Run 1, clock nets:
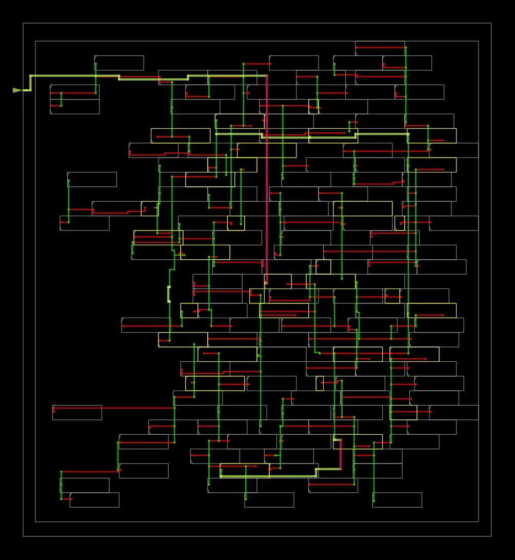
Run 1, a small window of the routed layout:
Region (31, 35) to (56, 60) um. Cells in grey, sequential cells in the stronger grey; small squares are vias.
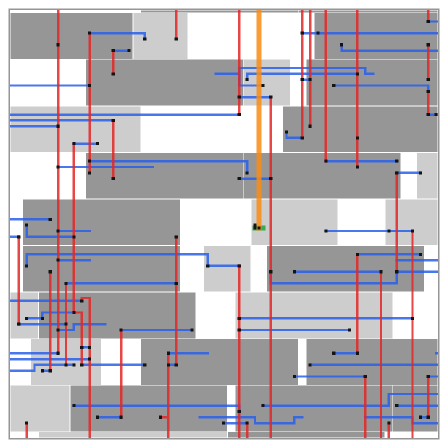
Run 1, cell density map:
(3 px per um) The die is cut into 9 by 10 equal tiles; black is low, pale yellow is high, 0 to 100% covered.
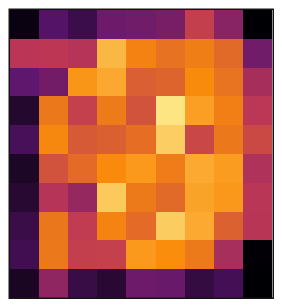
Run 1, cells coloured by class:
(4 px per um) Fill, decap, tap and diode cells in grey.
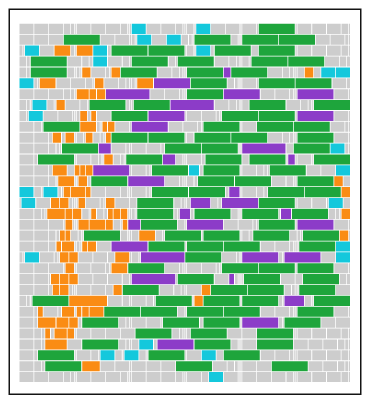
<file path="config.mk">
export PLATFORM = sky130hd
export DESIGN_NAME = hrmf_ctrl_flat
export DESIGN_NICKNAME = d
export VERILOG_FILES = /design/src/rtl/hrmf_pkg.sv /design/src/rtl/hrmf_if.sv /design/src/rtl/hrmf_dly_pipe.sv /design/src/rtl/hrmf_ctrl.sv /design/src/flat_wrapper.sv
export SDC_FILE = /design/constraint.sdc
export NUM_CORES = 1
export LEC_CHECK = 0
export CELL_PAD_IN_SITES_DETAIL_PLACEMENT = 0
export CELL_PAD_IN_SITES_GLOBAL_PLACEMENT = 2
export CORE_ASPECT_RATIO = 1.1
export CORE_MARGIN = 2
export CORE_UTILIZATION = 45
export CTS_CLUSTER_SIZE = 10
export DETAILED_ROUTE_END_ITERATION = 6
export PLACE_DENSITY_LB_ADDON = 0.1
export SYNTH_ARGS = -nofsm -noshare
export SYNTH_HDL_FRONTEND = slang
export SYNTH_SLANG_ARGS = --single-unit
</file>
<file path="constraint.sdc">
create_clock -name CLK -period 5.7 [get_ports CLK]
set_clock_uncertainty 0.05 [all_clocks]
set_input_delay 0.855 -clock CLK [delete_from_list [all_inputs] [get_ports CLK]]
set_output_delay 0.855 -clock CLK [all_outputs]
set_load 0.05 [all_outputs]
</file>
<file path="src/rtl/hrmf_pkg.sv">
// HRMF FFT sequencing controller: shared constants, states and bundles.
// Frame geometry and datapath latencies for the 64-point, 4-lane pipe.
package hrmf_pkg;

  localparam int FRAME_CYC = 16;
  localparam int LAT0      = 3;
  localparam int LAT       = 15;
  localparam int PHW       = 4;
  localparam int DCW       = $clog2(LAT + 1);

  localparam logic [PHW-1:0] LAST_PH = PHW'(FRAME_CYC - 1);
  localparam logic [DCW-1:0] DLAST   = DCW'(LAT - 1);

  localparam logic [1:0] IDLE  = 2'd0;
  localparam logic [1:0] RUN   = 2'd1;
  localparam logic [1:0] DRAIN = 2'd2;

  typedef struct packed {
    logic           valid;
    logic           sop;
    logic [PHW-1:0] phase;
    logic [1:0]     rot1;
  } pipe_t;

endpackage

</file>
<file path="src/rtl/hrmf_if.sv">
// HRMF controller bus: sample qualifiers, config and datapath selects.
// master drives the stream, slave is the controller.
interface hrmf_if;
  import hrmf_pkg::*;

  logic           IN_VALID;
  logic           IN_SOP;
  logic [3:0]     CFG_ROT0;
  logic [1:0]     CFG_ROT1;
  logic [3:0]     SEL_ROT0;
  logic [1:0]     SEL_MTU0;
  logic [1:0]     SEL_ROT1;
  logic [1:0]     SEL_MTU1;
  logic [PHW-1:0] TF_ADDR;
  logic           OUT_VALID;
  logic           OUT_SOP;
  logic           ERR;
  logic           BUSY;

  modport master (
    output IN_VALID, IN_SOP,
    output CFG_ROT0, CFG_ROT1,
    input  SEL_ROT0, SEL_MTU0,
    input  SEL_ROT1, SEL_MTU1,
    input  TF_ADDR, OUT_VALID,
    input  OUT_SOP, ERR, BUSY
  );

  modport slave (
    input  IN_VALID, IN_SOP,
    input  CFG_ROT0, CFG_ROT1,
    output SEL_ROT0, SEL_MTU0,
    output SEL_ROT1, SEL_MTU1,
    output TF_ADDR, OUT_VALID,
    output OUT_SOP, ERR, BUSY
  );
endinterface

</file>
<file path="src/rtl/hrmf_dly_pipe.sv">
// Fixed-depth shift register mirroring the datapath latency.
// mid taps the entry TAP cycles old, last the entry DEPTH cycles old.
module hrmf_dly_pipe #(
  parameter int W     = 8,
  parameter int DEPTH = 15,
  parameter int TAP   = 3
) (
  input  logic         clk,
  input  logic         rst,
  input  logic [W-1:0] entry,
  output logic [W-1:0] mid,
  output logic [W-1:0] last
);

  logic [W-1:0] sr [DEPTH];

  // advance one stage every cycle; the datapath never stalls
  always_ff @(posedge clk or posedge rst) begin
    if (rst) begin
      for (int i = 0; i < DEPTH; i++)
        sr[i] <= '0;
    end else begin
      sr[0] <= entry;
      for (int i = 1; i < DEPTH; i++)
        sr[i] <= sr[i-1];
    end
  end

  assign mid  = sr[TAP-1];
  assign last = sr[DEPTH-1];

endmodule

</file>
<file path="src/rtl/hrmf_ctrl.sv">
// HRMF FFT sequencing controller: phase tracking, selects, framing.
// Input phase drives ROTATOR0/MTU4X4; delayed phase drives the rest.
import hrmf_pkg::*;

module hrmf_ctrl (
  input  logic CLK,
  input  logic RST,
  hrmf_if.slave bus
);

  logic [1:0]     state;
  logic [PHW-1:0] cnt0;
  logic [DCW-1:0] dcnt;
  logic [3:0]     rot0_q;
  logic [1:0]     rot1_q;
  logic           err_q;

  logic           sop_v;
  logic           accept;
  logic           err_c;
  logic [PHW-1:0] ph0;
  logic [3:0]     rot0_c;
  logic [1:0]     rot1_c;
  pipe_t          entry;
  pipe_t          mid;
  pipe_t          last;
  logic           unused_bits;

  // input phase, frame config and what enters the delay pipe
  always_comb begin
    sop_v  = bus.IN_VALID & bus.IN_SOP;
    ph0    = sop_v ? '0 : cnt0;
    rot0_c = bus.IN_SOP ? bus.CFG_ROT0 : rot0_q;
    rot1_c = bus.IN_SOP ? bus.CFG_ROT1 : rot1_q;
    accept = bus.IN_VALID & (bus.IN_SOP | (state == RUN));
    entry  = '0;
    if (accept) begin
      entry.valid = 1'b1;
      entry.sop   = bus.IN_SOP;
      entry.phase = ph0;
      entry.rot1  = rot1_c;
    end
  end

  // framing errors: stray sample, mid-frame gap, early SOP
  always_comb begin
    err_c = 1'b0;
    unique case (1'b1)
      !bus.IN_VALID:
        err_c = (state == RUN) && (cnt0 != '0);
      bus.IN_SOP:
        err_c = (state == RUN) && (cnt0 != '0);
      default:
        err_c = (state != RUN);
    endcase
  end

  // frame FSM, phase counter, drain counter, config latch
  always_ff @(posedge CLK or posedge RST) begin
    if (RST) begin
      state  <= IDLE;
      cnt0   <= '0;
      dcnt   <= '0;
      rot0_q <= '0;
      rot1_q <= '0;
      err_q  <= 1'b0;
    end else begin
      err_q <= err_c;
      if (sop_v) begin
        rot0_q <= bus.CFG_ROT0;
        rot1_q <= bus.CFG_ROT1;
      end
      case (state)
        RUN: begin
          if (bus.IN_VALID) begin
            cnt0 <= ph0 + 1'b1;
            if (ph0 == LAST_PH) begin
              state <= DRAIN;
              dcnt  <= '0;
            end
          end else if (cnt0 != '0) begin
            // the last sample went in a cycle ago
            cnt0  <= '0;
            state <= DRAIN;
            dcnt  <= DCW'(1);
          end
        end
        IDLE: begin
          if (sop_v) begin
            state <= RUN;
            cnt0  <= PHW'(1);
          end
        end
        DRAIN: begin
          if (sop_v) begin
            state <= RUN;
            cnt0  <= PHW'(1);
          end else if (dcnt == DLAST) begin
            state <= IDLE;
          end else begin
            dcnt <= dcnt + 1'b1;
          end
        end
        default: state <= IDLE;
      endcase
    end
  end

  hrmf_dly_pipe #(
    .W     ($bits(pipe_t)),
    .DEPTH (LAT),
    .TAP   (LAT0)
  ) u_pipe (
    .clk   (CLK),
    .rst   (RST),
    .entry (entry),
    .mid   (mid),
    .last  (last)
  );

  assign unused_bits = ^{mid.sop, last.rot1};

  assign bus.SEL_ROT0  = bus.IN_VALID ? (ph0 & rot0_c) : '0;
  assign bus.SEL_MTU0  = ph0[1:0];
  assign bus.SEL_ROT1  = mid.valid ? (mid.phase[1:0] & mid.rot1) : '0;
  assign bus.SEL_MTU1  = mid.phase[3:2];
  assign bus.TF_ADDR   = last.valid ? last.phase : '0;
  assign bus.OUT_VALID = last.valid;
  assign bus.OUT_SOP   = last.sop;
  assign bus.ERR       = err_q;
  assign bus.BUSY      = (state != IDLE);

endmodule

</file>
<file path="src/flat_wrapper.sv">
// flat-port wrapper written by rule: the top's interface ports become plain ports
module hrmf_ctrl_flat 
  (CLK, RST, bus_IN_VALID, bus_IN_SOP, bus_CFG_ROT0, bus_CFG_ROT1, bus_SEL_ROT0, bus_SEL_MTU0, bus_SEL_ROT1, bus_SEL_MTU1, bus_TF_ADDR, bus_OUT_VALID, bus_OUT_SOP, bus_ERR, bus_BUSY);
  hrmf_if bus_i ();
  input  logic CLK;
  input  logic RST;
  input wire logic [$bits(bus_i.IN_VALID)-1:0] bus_IN_VALID;
  input wire logic [$bits(bus_i.IN_SOP)-1:0] bus_IN_SOP;
  input wire logic [$bits(bus_i.CFG_ROT0)-1:0] bus_CFG_ROT0;
  input wire logic [$bits(bus_i.CFG_ROT1)-1:0] bus_CFG_ROT1;
  output wire logic [$bits(bus_i.SEL_ROT0)-1:0] bus_SEL_ROT0;
  output wire logic [$bits(bus_i.SEL_MTU0)-1:0] bus_SEL_MTU0;
  output wire logic [$bits(bus_i.SEL_ROT1)-1:0] bus_SEL_ROT1;
  output wire logic [$bits(bus_i.SEL_MTU1)-1:0] bus_SEL_MTU1;
  output wire logic [$bits(bus_i.TF_ADDR)-1:0] bus_TF_ADDR;
  output wire logic [$bits(bus_i.OUT_VALID)-1:0] bus_OUT_VALID;
  output wire logic [$bits(bus_i.OUT_SOP)-1:0] bus_OUT_SOP;
  output wire logic [$bits(bus_i.ERR)-1:0] bus_ERR;
  output wire logic [$bits(bus_i.BUSY)-1:0] bus_BUSY;
  assign bus_i.IN_VALID = bus_IN_VALID;
  assign bus_i.IN_SOP = bus_IN_SOP;
  assign bus_i.CFG_ROT0 = bus_CFG_ROT0;
  assign bus_i.CFG_ROT1 = bus_CFG_ROT1;
  assign bus_SEL_ROT0 = bus_i.SEL_ROT0;
  assign bus_SEL_MTU0 = bus_i.SEL_MTU0;
  assign bus_SEL_ROT1 = bus_i.SEL_ROT1;
  assign bus_SEL_MTU1 = bus_i.SEL_MTU1;
  assign bus_TF_ADDR = bus_i.TF_ADDR;
  assign bus_OUT_VALID = bus_i.OUT_VALID;
  assign bus_OUT_SOP = bus_i.OUT_SOP;
  assign bus_ERR = bus_i.ERR;
  assign bus_BUSY = bus_i.BUSY;
  hrmf_ctrl u_core (.CLK(CLK), .RST(RST), .bus(bus_i));
endmodule
</file>
==> results.toml, run 1 <==
# generated from flow reports
[min_path]
min_path_type = "reg -> reg"
min_from = "u_core.u_pipe.sr[21]"

[die]
dieArea_um2 = 8390
fp_util_pct = 46.4
boundaryPins = 28
core_area_um2 = 7430
rows = 33
die_y_um = 95.8
die_w_um = 87.5

[worst_setup_path]
path_delay_family = "buffers and inverters"
startpoint_type = "primary input"
required_ps = 4800
slowest_delay_ps = 800
crit_type = "in -> out"
cp_common_cell = "clkdlybuf4s50_1"
worst-path-max-fanout = 11
path_buffers = 3
crit_slowest_cell = "clkdlybuf4s50_1"
critPathCaptureType = "primary output"
path_cells = "clkdlybuf4s50_1 -> inv_1 -> nor2_1 -> and3_1 -> clkdlybuf4s50_1"
crit_start = "bus_IN_VALID"
critPathArrivalTime_ps = 3240
r2r-start = "u_core.state[0]"

[route]
via_per_inst = 4.90
ant_nets = 0
vias = 1689
first_iter_violations = 133
wl_met2_mm = 2.73
top_layer_used = "met4"
met1_length_mm = 2.38
wire_per_inst_um = 15.4
totalWireLength_mm = 5.33
drc = 0
first_pass_iters = 4
wl_met3_um = 182

[synth]
synth_cells = 204
async_reset_ff_share_pct = 100
fp_nets = 217
ys_cells = 204
ys_sh_xor_pct = 0.254
largest_area_cell = "dfrtp_1"
top_area_share_pct = 81.9
ys.flop_type = "dfrtp_1"
synth_seq_share_pct = 81.9
ys_chip_area_um2 = 3450
synth-compound-area-share_pct = 3.84
syn-cell-area_um2 = 3450
mux_share_pct = 3.01
simple_gate_area_share_pct = 8.30
edf_count = 0
area_leaders = "dfrtp_1 (82%), mux2_2 (2.3%), and3_1 (2.2%)"
yosysUniqueCellTypes = 37
yosysWarningCount = 0
postSynthAreaPerCell_um2 = 16.9
synth_flops = 113
ys_top_logic_family = "simple AND/OR/NAND/NOR gates"
adder_share_pct = 1.09

[grt]
grt_max_degree = 68
grt_pass1_vias = 1878
grt_pass1_wl_mm = 9.11
grt_util_all_layers_pct = 15.2
antenna_found_initial = 0
grt_overflow = 0

[final_timing]
fmax_mhz = 241
finalClockPeriodUsage_pct = 72.8
setup_ws_ps = 1550
slew_headroom_pct = 47.3
min_period_ps = 4150
setup_viol = 0
whs_ps = 284
rsz0062_at_grt = "no"
drv_slew = 0
tightest_slew_ps = 790
hold_violations = 0
setup-tns-final_ps = 0

[clock_tree]
ctsHoldBuffers = 0
cts.clk_slew.worst_paths_ps = 50
cts_tree = "yes"
cts_htree_levels = 4
post_cts_buffers = 0
ctsLongestPathBuffers = 2
cts-root-buf = "clkbuf_8"
cts_buffers = 17
cts.repair.resized = 0

[run]
drv_cap = 0
warning_count = 27

[place]
hpwl_mm = 3.17
gp_congestion = 0.914
dpl_worst_slack_ps = 1550
port_buffers = 27

[cells_and_area]
nFillCells = 551
fin_nets = 258
final_util_pct = 59.9
antennaDiodeCount = 0
syn_to_final_growth_pct = 28.9
drive_above_1_share_pct = 17.8

[power]
p_leak_nw = 2.23
power_w = 0.00223
max-vdd-ir-drop_uv = 225
power_density_nw_per_um2 = 502

[run_status]
outcome = "complete, no violations"
## Picture notes: 'clock nets'
Clock Latency Late Sink: 490 ps
Flops: 113
CTS sink count: 113

## Picture notes: 'a small window of the routed layout'
Green is M3. Blue is M1. Orange is M4. Red is M2.
23 logic cells have their middle in the window. Sequential cells in the window: 15. Netlist names of flops here include u_core.u_pipe.sr (14), u_core.rot1_q (1). Most frequent: dfrtp_1 (15), clkbuf_16 (2).

## Picture notes: 'cell density map'
The fullest tile reaches 94%. The mean over all tiles is 52%. 3.3% of the tiles are nearly empty. The densest ninth of the die: centre. 18% of the tiles are over 75% full.

## Picture notes: 'cells coloured by class'
Cyan is remaining buffers and delay cells, cells 28, share of their area 6.4%. Purple is clock drivers and dummy loads, cells 32, share of their area 15%. Orange is remaining logic cells, cells 85, share of their area 14%. Green is registers, cells 113, share of their area 65%.

-- run 1: routing by layer --
layer	global-route usage, %	vias up
met5	0	-
met4	8.97	0
met3	5.75	4
met2	23.2	41
met1	18.3	872
li1	-	772
-- run 1: cell usage in the layout, fill, tap and decap left out, drive strengths merged, types with 2 or more instances in the layout --
cell,instances
nand2b,3
a311oi,2
dfrtp,113
o21ai,5
clkinv,4
nor2b,3
nor2,2
nand2,9
ha,3
clkdlybuf4s50,27
inv,7
a21oi,3
clkinvlp,3
mux2,8
and3,13
clkbuf,19
bufinv,5
nand3,7
and2,6
-- run 1: registers in the layout, indices dropped and copies added (netlist names) --
| signal | flops |
|---|---|
| u_core.bus.ERR | 1 |
| u_core.cnt0 | 4 |
| u_core.dcnt | 4 |
| u_core.rot0_q | 4 |
| u_core.rot1_q | 2 |
| u_core.state | 2 |
| u_core.u_pipe.last | 6 |
| u_core.u_pipe.mid | 8 |
| u_core.u_pipe.sr | 82 |
-- run 1: path summary, 6_finish.rpt --
check / endpoint / slack (ps) / depth (start not counted)
min: u_core.u_pipe.sr[13] / 280 / 0
max reg2reg: u_core.cnt0[0] / 3610 / 4
max in group asynchronous: u_core.u_pipe.sr[39] / 3660 / 3
max: bus_SEL_ROT0[1] / 1550 / 5
min in group asynchronous: u_core.u_pipe.sr[68] / 730 / 2
min reg2reg: u_core.u_pipe.sr[13] / 280 / 0
-- run 1: area by class of cell --
| type | count | area, um^2 | share of cell area, % |
|---|---|---|---|
| clock buffer | 19 | 432 | 9.70 |
| clock inverter | 13 | 209 | 4.70 |
| inverter | 6 | 25.0 | 0.562 |
| multi-input combinational | 79 | 569 | 12.8 |
| sequential | 113 | 2830 | 63.6 |
| tap | 87 | 109 | 2.45 |
| timing repair buffer | 28 | 278 | 6.24 |
-- run 1: synthesized netlist by cell type, types with 2 or more instances --
library cell	number
nand2_1	9
clkbuf_1	2
dfrtp_1	113
and2_1	6
inv_1	6
and3_1	12
nand3_1	7
ha_1	3
mux2_2	7
nor2b_1	3
o21ai_0	4
nand2b_1	3
nor2_1	2
a21oi_1	3
buf_4	2
-- run 1: kinds of logic after synthesis --
kind of cell    count (synthesis)
xor+xnor                        1
mux                             9
simple gates                   49
compound gates                 17
fa+ha+maj                       3
buf+inv                        12
flops                         113
-- run 1: per-stage QoR --
stage,cell area [um^2],instances
after floorplan,3450,204
after global placement,3810,313
after detailed placement,3810,313
after CTS,4450,345
after global routing,4450,345
final,4450,345
-- run 1: power by group --
group	switching, W	internal, W	leakage, nW
clock	0.000352	0.000766	0.304
sequential	0.0000414	0.000869	1.51
combinational	0.000122	0.0000816	0.414
total	0.000515	0.00172	2.23
--- run 2 (diff from run 1) ---
- CORE_UTILIZATION: 45 -> 42
- clock period: 5.7 -> 4.1 ns (I/O delays scaled with it)
==> run 2 against run 1 <==
Clock power is about 20% higher; total power up 28%; wire length decreased by 3.6%; setup slack got worse by 890 ps; critical endpoint is now bus_SEL_ROT0[0]; largest cell class unchanged.
==> results.toml, run 2 <==
# generated from flow reports
[cells_and_area]
final_cell_count_no_fill = 366
comb_area_um2 = 569
top_register = "u_core.u_pipe.sr"
largest_reg_flops = 82
fin_nets = 260
drive_above_1_share_pct = 17.1
antennaDiodeCount = 0
nFillCells = 671
syn_to_final_growth_pct = 27.4
regArea_um2 = 2830
most-common-layout-cells = "dfrtp_1 (113), clkdlybuf4s50_1 (27), clkbuf_16 (16), and3_1 (12), nand2_1 (9)"
lay_top_count = "dfrtp_1"

[final_timing]
fmax_mhz = 291
rsz0062_at_grt = "no"
hold_violations = 0
setup-tns-final_ps = 0
min_period_ps = 3440
tightest_slew_ps = 1100
setup_viol = 0
finalClockPeriodUsage_pct = 83.9
slew_headroom_pct = 26.5
setup_ws_ps = 661
drv_slew = 0

[grt]
grt_pass1_vias = 1829
grt_pass1_wl_mm = 9.03
antenna_found_initial = 0
grt_max_degree = 97
grt_overflow = 0
grt_util_all_layers_pct = 13.3

[synth]
edf_count = 0
postSynthAreaPerCell_um2 = 16.9
area_leaders = "dfrtp_1 (82%), mux2_2 (2.3%), and3_1 (2.2%)"
largest_area_cell = "dfrtp_1"
async_reset_ff_share_pct = 100
synth_seq_share_pct = 81.9
synth.most_common_cell = "dfrtp_1"
syn-cell-area_um2 = 3450
ys.flop_type = "dfrtp_1"
synth_cells = 204
synth_flops = 113
fp_nets = 217
yosysWarningCount = 0
synthTopCellsByCount = "dfrtp_1 (113), and3_1 (12), nand2_1 (9)"
ys_chip_area_um2 = 3450
yosysUniqueCellTypes = 37
ys_cells = 204
top_area_share_pct = 81.9

[clock_tree]
post_cts_buffers = 0
ctsLongestPathBuffers = 2
cts_htree_levels = 4
cts.repair.resized = 0
cts-root-buf = "clkbuf_8"
ctsHoldBuffers = 0
insertion_delay_ps = 490
cts.clk_slew.worst_paths_ps = 50
cts.sinks = 113
cts_tree = "yes"

[worst_setup_path]
crit_slowest_cell = "clkdlybuf4s50_1"
worst-path-max-fanout = 11
required_ps = 3430
startpoint_type = "primary input"
critPathArrivalTime_ps = 2770
cp_common_cell = "clkdlybuf4s50_1"
slowest_delay_ps = 800
path_cells = "clkdlybuf4s50_1 -> inv_1 -> nor2_1 -> buf_4 -> and3_1 -> clkdlybuf4s50_1"
crit_type = "in -> out"
critPathCaptureType = "primary output"

[route]
ant_nets = 0
vias = 1733
first_pass_iters = 4
totalWireLength_mm = 5.14
via_per_inst = 4.73
wire_per_inst_um = 14.0
first_iter_violations = 64
drc = 0

[power]
switchingPower_w = 0.000666
max-vdd-ir-drop_uv = 267
combPwrFrac_pct = 10.0
internal-power_w = 0.00220
p_sw_share_pct = 23.3
power.share.sequential_pct = 44.3
p_leak_nw = 2.20
power_density_nw_per_um2 = 651
clkPwrFrac_pct = 45.7

[min_path]
min_path_type = "reg -> reg"

[place]
placedCellCount = 336
port_buffers = 27
gp_congestion = 0.912
dpl_worst_slack_ps = 648
hpwl_mm = 3.16

[die]
die_w_um = 90.4
dieArea_um2 = 8960
die_y_um = 99.1
boundaryPins = 28
core_area_um2 = 7960
rows = 34
fp_util_pct = 43.4

[run]
drv_cap = 0
warning_count = 27

[run_status]
outcome = "complete, no violations"
## run 2: logic make-up (layout without fill, tap and decap cells)
| logic type | count (synthesis) | after routing | share of synthesized area (%) |
|---|---|---|---|
| xor+xnor | 1 | 1 | 0.254 |
| fa+ha+maj | 3 | 3 | 1.09 |
| flops | 113 | 113 | 81.9 |
| mux | 9 | 9 | 3.01 |
| buf+inv | 12 | 66 | 1.56 |
| compound gates | 17 | 17 | 3.84 |
| simple gates | 49 | 49 | 8.30 |
## run 2: per-layer routing
layer  vias up  GRT usage, %  routed length, um
li1        775             -                  -
met1       911          16.3               2280
met2        39          20.4               2580
met3         8          6.27                187
met4         0          5.56                 86
met5         -             0                  0
## run 2: final cells by class
cell class	instances	area share [%]
Multi-Input combinational cell	79	12.9
Tap cell	108	3.07
Clock inverter	5	1.20
Inverter	6	0.569
Sequential cell	113	64.3
Timing Repair Buffer	30	6.66
Clock buffer	25	11.2
## run 2: path summary, 6_finish.rpt
check                                           from              endpoint  slack [ps]  cells after the start
worst max register to register        u_core.cnt0[2]        u_core.dcnt[1]        1990                      4
worst min-delay path            u_core.u_pipe.sr[79]  u_core.u_pipe.sr[71]         290                      0
worst max-delay path                    bus_IN_VALID       bus_SEL_ROT0[0]         660                      6
max in group asynchronous                        RST  u_core.u_pipe.sr[58]        2460                      3
worst min register to register  u_core.u_pipe.sr[79]  u_core.u_pipe.sr[71]         290                      0
min in group asynchronous                        RST  u_core.u_pipe.sr[45]         700                      2
## run 2: critical path, delay by kind of cell
family | cells | cell delay, ps
buffers and inverters | 4 | 1850
AND/OR/NAND/NOR | 2 | 310
## run 2: through the flow
stage / hold WS [ps] / util, % / area (um^2) / power, W
after floorplan: 281 / - / 3450 / 0.00148
after global placement: 282 / 48.4 / 3850 / 0.00156
after detailed placement: 285 / 48.4 / 3850 / 0.00157
after CTS: 292 / 55.3 / 4400 / 0.00290
after global routing: 295 / 55.3 / 4400 / 0.00299
final: 291 / 55.3 / 4400 / 0.00286
## run 2: power groups by stage
stage | Sequential (W) | Combinational (W) | Clock [W]
floorplan | 0.00128 | 0.000199 | 0
global placement | 0.00128 | 0.000281 | 0
detailed placement | 0.00128 | 0.000290 | 0
CTS | 0.00127 | 0.000291 | 0.00134
global route | 0.00128 | 0.000315 | 0.00140
finish | 0.00127 | 0.000287 | 0.00131
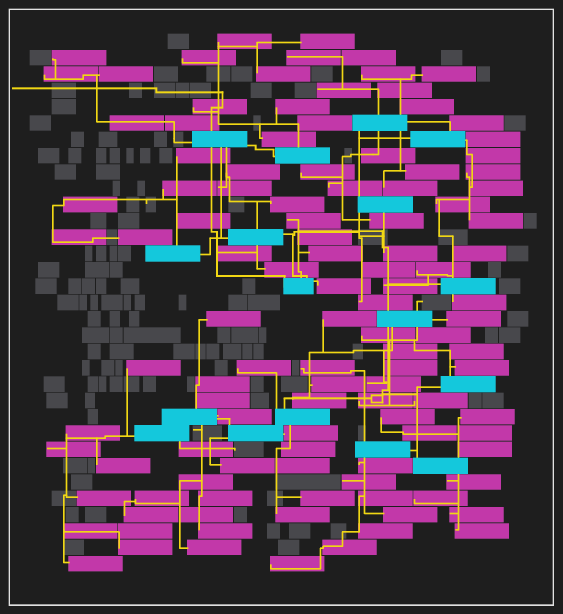
Run 2: clock network drawn from the DEF
(6 px per um)
Magenta is flip-flops, count 113. Cyan is clock-net drivers, count 17. Yellow is clock wires, length 1230 um.
There are 18 routed clock nets. Position of the flops: widely spread.

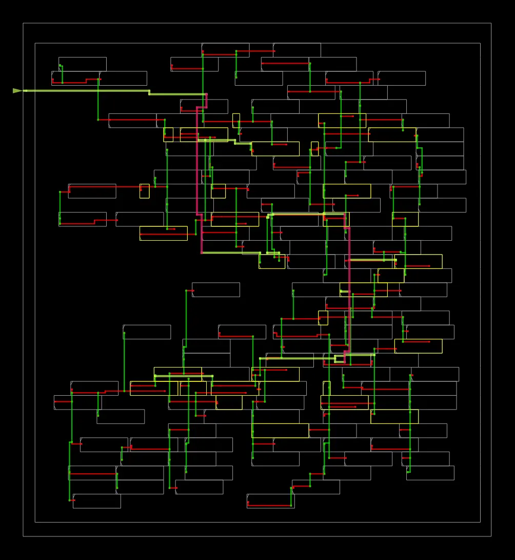
Run 2: clock nets
total CTS buffers: 17
P_clk: 0.00131 W

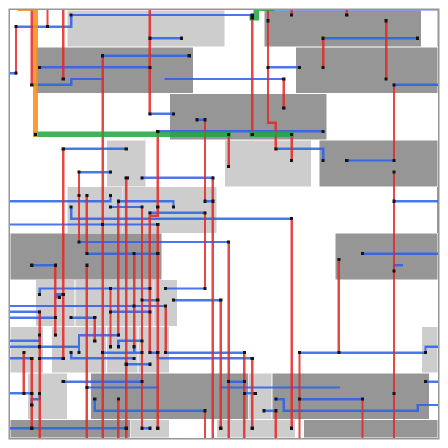
Run 2: a small window of the routed layout
Region (33, 37) to (58, 62) um. Cells in grey, sequential cells in the stronger grey; small squares are vias.
Blue is M1. Green is M3. Orange is M4. Red is M2.
24 logic cells have their middle in the window. Sequential cells in the window: 9. Most frequent: dfrtp_1 (9), and3_1 (2). Netlist names of flops here include u_core.u_pipe.sr (6), u_core.dcnt (3).

Power and IR drop assume default switching activity.
